===== src/rtl/fetch_stage_pkg.sv =====
// Shared widths and FSM encoding for the instruction fetch stage.
package fetch_stage_pkg;

    localparam int unsigned ADDR_SIZE  = 31;
    localparam int unsigned INSTR_SIZE = 31;
    localparam int unsigned ADDR_W     = ADDR_SIZE + 1;
    localparam int unsigned INSTR_W    = INSTR_SIZE + 1;

    typedef enum logic [1:0] {
        StReq  = 2'd0,
        StWait = 2'd1,
        StDrop = 2'd2
    } fetch_state_e;

endpackage


===== src/rtl/fetch_skid_buf.sv =====
// One-entry holding buffer for a fetched instruction that arrives while decode stalls.
module fetch_skid_buf
    import fetch_stage_pkg::*;
(
    input  logic                clk,
    input  logic                reset,
    input  logic                clear,
    input  logic                load,
    input  logic                unload,
    input  logic [ADDR_SIZE:0]  load_pc,
    input  logic [INSTR_SIZE:0] load_instr,
    output logic                full,
    output logic [ADDR_SIZE:0]  buf_pc,
    output logic [INSTR_SIZE:0] buf_instr
);

    logic                full_q;
    logic [ADDR_SIZE:0]  pc_q;
    logic [INSTR_SIZE:0] instr_q;

    always_ff @(posedge clk) begin
        if (reset || clear) begin
            full_q <= 1'b0;
        end else if (load) begin
            full_q <= 1'b1;
        end else if (unload) begin
            full_q <= 1'b0;
        end
    end

    // Payload needs no reset: it is only observed while full_q is set.
    always_ff @(posedge clk) begin
        if (load) begin
            pc_q    <= load_pc;
            instr_q <= load_instr;
        end
    end

    assign full      = full_q;
    assign buf_pc    = pc_q;
    assign buf_instr = instr_q;

endmodule


===== src/rtl/fetch_stage.sv =====
// Instruction fetch: one outstanding memory request, registered output to decode,
// one-entry stall buffer, flush/redirect with dropping of a stale response.
module fetch_stage
    import fetch_stage_pkg::*;
#(
    parameter logic [ADDR_SIZE:0] RESET_PC = '0,
    parameter int unsigned        PC_STEP  = 4
) (
    input  logic                clk,
    input  logic                reset,
    input  logic                stall,
    input  logic                flush,
    input  logic [ADDR_SIZE:0]  redirect_pc,
    output logic                imem_req_valid,
    input  logic                imem_req_ready,
    output logic [ADDR_SIZE:0]  imem_addr,
    input  logic                imem_resp_valid,
    input  logic [INSTR_SIZE:0] imem_resp_data,
    output logic [ADDR_SIZE:0]  PC_out,
    output logic [INSTR_SIZE:0] instr_out,
    output logic                pipeline_out_valid
);

    fetch_state_e        state_q, state_d;
    logic [ADDR_SIZE:0]  pc_q, pc_d;
    logic [ADDR_SIZE:0]  pc_out_q, pc_out_d;
    logic [INSTR_SIZE:0] instr_out_q, instr_out_d;
    logic                valid_q, valid_d;

    logic                buf_full, buf_load, buf_unload;
    logic [ADDR_SIZE:0]  buf_pc;
    logic [INSTR_SIZE:0] buf_instr;
    logic                resp_take;

    assign imem_req_valid = (state_q == StReq) && !buf_full && !flush;
    assign imem_addr      = pc_q;
    assign resp_take      = (state_q == StWait) && imem_resp_valid;

    always_comb begin
        state_d     = state_q;
        pc_d        = pc_q;
        pc_out_d    = pc_out_q;
        instr_out_d = instr_out_q;
        valid_d     = valid_q;
        buf_load    = 1'b0;
        buf_unload  = 1'b0;

        if (flush) begin
            pc_d    = redirect_pc;
            valid_d = 1'b0;
            // A request still in flight must have its response swallowed.
            if ((state_q != StReq) && !imem_resp_valid) begin
                state_d = StDrop;
            end else begin
                state_d = StReq;
            end
        end else begin
            case (state_q)
                StReq: begin
                    if (imem_req_valid && imem_req_ready) begin
                        state_d = StWait;
                    end
                end
                StWait: begin
                    if (imem_resp_valid) begin
                        state_d = StReq;
                        pc_d    = pc_q + ADDR_W'(PC_STEP);
                    end
                end
                StDrop: begin
                    if (imem_resp_valid) begin
                        state_d = StReq;
                    end
                end
                default: state_d = StReq;
            endcase

            if (stall) begin
                buf_load = resp_take;
            end else if (buf_full) begin
                pc_out_d    = buf_pc;
                instr_out_d = buf_instr;
                valid_d     = 1'b1;
                buf_unload  = 1'b1;
            end else if (resp_take) begin
                pc_out_d    = pc_q;
                instr_out_d = imem_resp_data;
                valid_d     = 1'b1;
            end else begin
                valid_d = 1'b0;
            end
        end
    end

    always_ff @(posedge clk) begin
        if (reset) begin
            state_q     <= StReq;
            pc_q        <= RESET_PC;
            pc_out_q    <= '0;
            instr_out_q <= '0;
            valid_q     <= 1'b0;
        end else begin
            state_q     <= state_d;
            pc_q        <= pc_d;
            pc_out_q    <= pc_out_d;
            instr_out_q <= instr_out_d;
            valid_q     <= valid_d;
        end
    end

    fetch_skid_buf u_skid_buf (
        .clk        (clk),
        .reset      (reset),
        .clear      (flush),
        .load       (buf_load),
        .unload     (buf_unload),
        .load_pc    (pc_q),
        .load_instr (imem_resp_data),
        .full       (buf_full),
        .buf_pc     (buf_pc),
        .buf_instr  (buf_instr)
    );

    assign PC_out             = pc_out_q;
    assign instr_out          = instr_out_q;
    assign pipeline_out_valid = valid_q;

endmodule

===== config.mk =====
export PLATFORM = sky130hd
export DESIGN_NAME = fetch_stage
export DESIGN_NICKNAME = d
export VERILOG_FILES = /design/src/rtl/fetch_stage_pkg.sv /design/src/rtl/fetch_skid_buf.sv /design/src/rtl/fetch_stage.sv
export SDC_FILE = /design/constraint.sdc
export NUM_CORES = 1
export LEC_CHECK = 0
export ABC_AREA = 1
export CAP_MARGIN = 40
export CORE_UTILIZATION = 35
export CTS_CLUSTER_DIAMETER = 100
export DETAILED_ROUTE_END_ITERATION = 10
export GPL_TIMING_DRIVEN = 0
export PLACE_DENSITY = 0.67
export SYNTH_ARGS = -nofsm -noshare
export SYNTH_HDL_FRONTEND = slang
export SYNTH_HIERARCHICAL = 1
export SYNTH_SLANG_ARGS = --single-unit

===== constraint.sdc =====
create_clock -name clk -period 4.9 [get_ports clk]
set_input_delay 0.98 -clock clk [delete_from_list [all_inputs] [get_ports clk]]
set_output_delay 0.98 -clock clk [all_outputs]
set_load 0.02 [all_outputs]

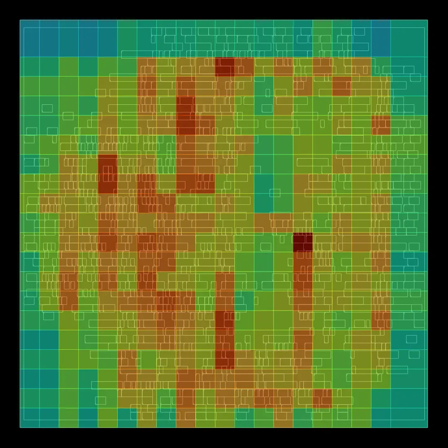
Fig. 1. Track usage over the die.
grt peak-use layer: met2
met2 GRT Util: 33.00%

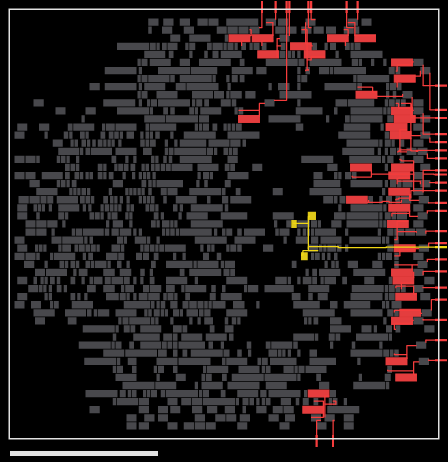
Fig. 2. I/O nets highlighted.
Scale bar: 50 um.
| port | colour | bits | direction | edge | end cells | buffers | wire |
|---|---|---|---|---|---|---|---|
| `imem_resp_valid` | yellow | 1 | input | right | 3 | 1 | 69.0 um |
| `instr_out` | red | 32 | output | 22 right, 8 top, 2 bottom | 32 | 32 | 648 um |

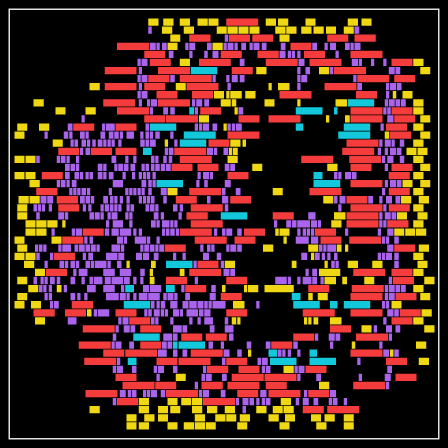
Fig. 3. Cell classes on the final placement.
| class | colour | cells | share of their area |
|---|---|---|---|
| remaining buffers and delay cells | yellow | 217 | 21% |
| clock drivers and dummy loads | cyan | 32 | 6.2% |
| remaining logic cells | purple | 600 | 31% |
| registers | red | 164 | 42% |

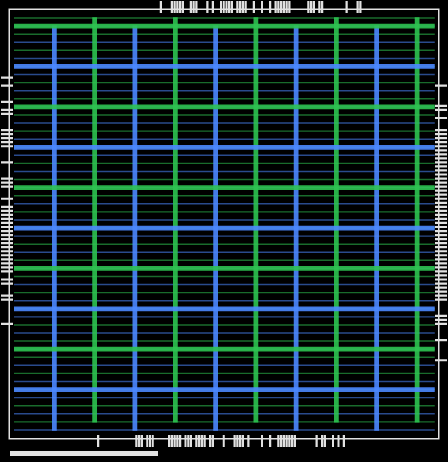
Fig. 4. Power grid.
Scale bar: 50 um. Pins as bars on the die edge.
| net | colour |
|---|---|
| VSS | blue |
| VDD | green |
met4 straps: 10
met5 straps: 10
signal pins: 168
rows: 51

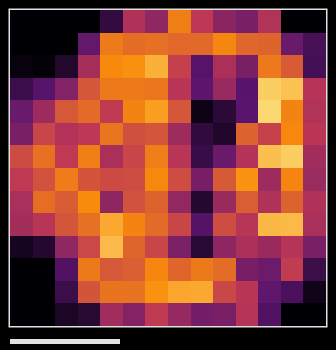
Fig. 5. Placement density heat map.
Scale bar: 50 um. The die is cut into 14 by 14 equal tiles; black is low, pale yellow is high, 0 to 100% covered.
emptiest ninth of the die: upper left
tiles over 75% full: 8.2%
nearly empty tiles: 9.2%
fullest tile: 92%
mean over tiles: 45%

==> metrics.cfg <==
[clock_network]
cts_resized=0
cts_max_level=4
cts_root_buffer=clkbuf_16
cts_setup_buffers=0
numCtsBuffers=17
hold_buffers=0
clock_latency_ps=430
clockBufferDepth=2
clock_sinks=164
cts_tree=built

[route]
avgRoutedWirePerCell_um=15.68
dr_total_vias=6179
drt_wl_total_um=20050
viasPerCell=4.835
dr.pass1.iters=7
final_antenna_net_count=0

[logic_synthesis]
top_cell_area_share_pct=28.31
synthFlopType=dfxtp_1
yosysCellCount=812
yosysTopAreaCell=dfxtp_1
ys_warn_count=6
netlist-cell-type-count=34
ys_seq_share_pct=55.48
topCellsByArea=dfxtp_1, edfxtp_1, nand2_1, a31oi_1, o21ai_1
enable_flop_cells=64
ys_async_sr_fraction_pct=0
ys_ff=164
avgSynthCellArea_um2=8.709
synth_top_cell_by_count=nand2_1
common_cells=nand2_1, dfxtp_1, a31oi_1, edfxtp_1, o21ai_1
syn_nets=885
netlist_instances=812
ys_area_um2=7072

[pwr]
switching_share_pct=24.54
pwr-share-seq_pct=48.0
power.internal_mw=2.354
peakVddDrop_uv=218.9
p_sw_uw=765.4
combPwrFrac_pct=9.6

[worst_setup_path]
critPathMaxStageDelay_ps=630
path_delay_family=buffers and inverters
path_common_cell=clkdlybuf4s50_1
slowest_stage=clkdlybuf4s50_1
arrival_ps=2870
critPathKind=in -> out
crit_path_end_kind=primary output
crit_fanout=10
worst_setup_path_start_kind=input pin
crit_chain=clkdlybuf4s50_1 -> inv_1 -> buf_2 -> nand2_1 -> nor2_1 -> clkdlybuf4s50_1

[sta]
setup_viol=0
fin_ws_ps=1047
relSlewSlack_pct=53.07
fin_skew_ps=7.168
drv_slew=0
rsz0062_at_grt=false
tightest_slew_ps=704.0
period_used_pct=78.62
timing.final.hold_violations=0
clock.fmax_ghz=0.2596

[placement]
dp_slack_ps=1076
place_congestion=0.8975
hpwl_um=14610
dp.cells=1246
numPortBuffers=167

[final_layout]
fin_cells=1278
fin_util_pct=49.42
area_growth_pct=37.35
fillers=1905
finalInstanceArea_um2=9713
drive_above_1_share_pct=9.378
fin_nets=1073

[worst_hold_path]
holdPathStages=0

[die]
coreArea_um2=19650
num_rows=51
die_w_um=144.1
fp.dieH_um=144.1

[flow_run]
warnings=27
cap_violations=0

[global_route]
grt_antenna_before_repair=0
grtUsageTotal_pct=19.97
grt_start_max_net_pins=29
grt_pass1_wl_um=31150

[run_status]
outcome=completed

path summary, 6_finish.rpt:
check / from / end / slack, ps
worst max-delay path: flush / imem_req_valid / 1050
worst min-delay path: imem_addr[13] / u_skid_buf/buf_pc[13] / 470
worst max register to register: state_q[1] / u_skid_buf/buf_instr[12] / 2770
worst min register to register: imem_addr[13] / u_skid_buf/buf_pc[13] / 470
cell usage in the layout (no fill, tap or decap), drive strengths merged, types with 3 or more instances in the layout:
| cell type | netlist | final |
|---|---|---|
| o21ai | 87 | 87 |
| nand2 | 249 | 249 |
| edfxtp | 64 | 64 |
| clkinvlp | 0 | 3 |
| nor2 | 47 | 47 |
| dfxtp | 100 | 100 |
| a31oi | 74 | 74 |
| xor2 | 8 | 8 |
| a21oi | 24 | 24 |
| buf | 23 | 25 |
| nand3 | 32 | 32 |
| ha | 3 | 3 |
| clkdlybuf4s50 | 0 | 167 |
| inv | 56 | 60 |
| nor3 | 7 | 7 |
| xnor2 | 3 | 3 |
| clkinv | 0 | 5 |
| clkbuf | 25 | 43 |
stage by stage:
step | total power, mW | hold slack [ps]
detailed placement | 1.829 | 458.2
CTS | 3.142 | 481.7
global placement | 1.825 | 435.3
finish | 3.119 | 468.5
floorplan | 1.657 | 460.8
global route | 3.221 | 501.7
state kept, by name (all words and copies together), names as in the netlist:
register	flops
PC_out	32
imem_addr	32
instr_out	32
pipeline_out_valid	1
state_q	2
u_skid_buf/buf_instr	32
u_skid_buf/buf_pc	32
u_skid_buf/full	1
layout make-up:
type | instances | area, um^2 | share of cell area, %
buffer | 48 | 251.5 | 2.589
clock buffer | 18 | 429.2 | 4.418
clock inverter | 14 | 153.9 | 1.584
inverter | 56 | 210.2 | 2.164
multi-input combinational | 544 | 2694 | 27.73
sequential | 164 | 3924 | 40.40
tap | 265 | 331.6 | 3.414
timing repair buffer | 169 | 1719 | 17.70
power groups by stage:
stage	clock network, mW	registers (mW)	logic, mW
5_1_grt	1.39	1.50	0.329
2_1_floorplan	0	1.55	0.108
3_5_place_dp	0	1.53	0.302
6_report	1.32	1.50	0.301
3_3_place_gp	0	1.53	0.297
4_1_cts	1.34	1.50	0.304
logic make-up (layout without fill, tap and decap cells):
kind of cell | Yosys count | after routing | share of synthesized area, %
compound gates | 189 | 189 | 15.04
buf+inv | 104 | 305 | 6.529
xor+xnor | 11 | 11 | 1.362
fa+ha+maj | 3 | 3 | 0.5308
flops | 164 | 164 | 55.48
simple gates | 341 | 341 | 21.05
worst reg2reg max path: cells and delay by family (launching register included):
family	cells	cell delay [ps]
adders and majority gates	1	150
buffers and inverters	3	570
DFF	1	310
and+or+nand+nor	3	800
layer usage:
metal	vias up	global-route usage (%)	part of all wire, %
li1	3134	-	-
met1	2850	26.24	46
met2	171	33.00	47
met3	24	4.073	5.6
met4	0	5.983	1.4
met5	-	0	0
Power and IR drop assume default switching activity.
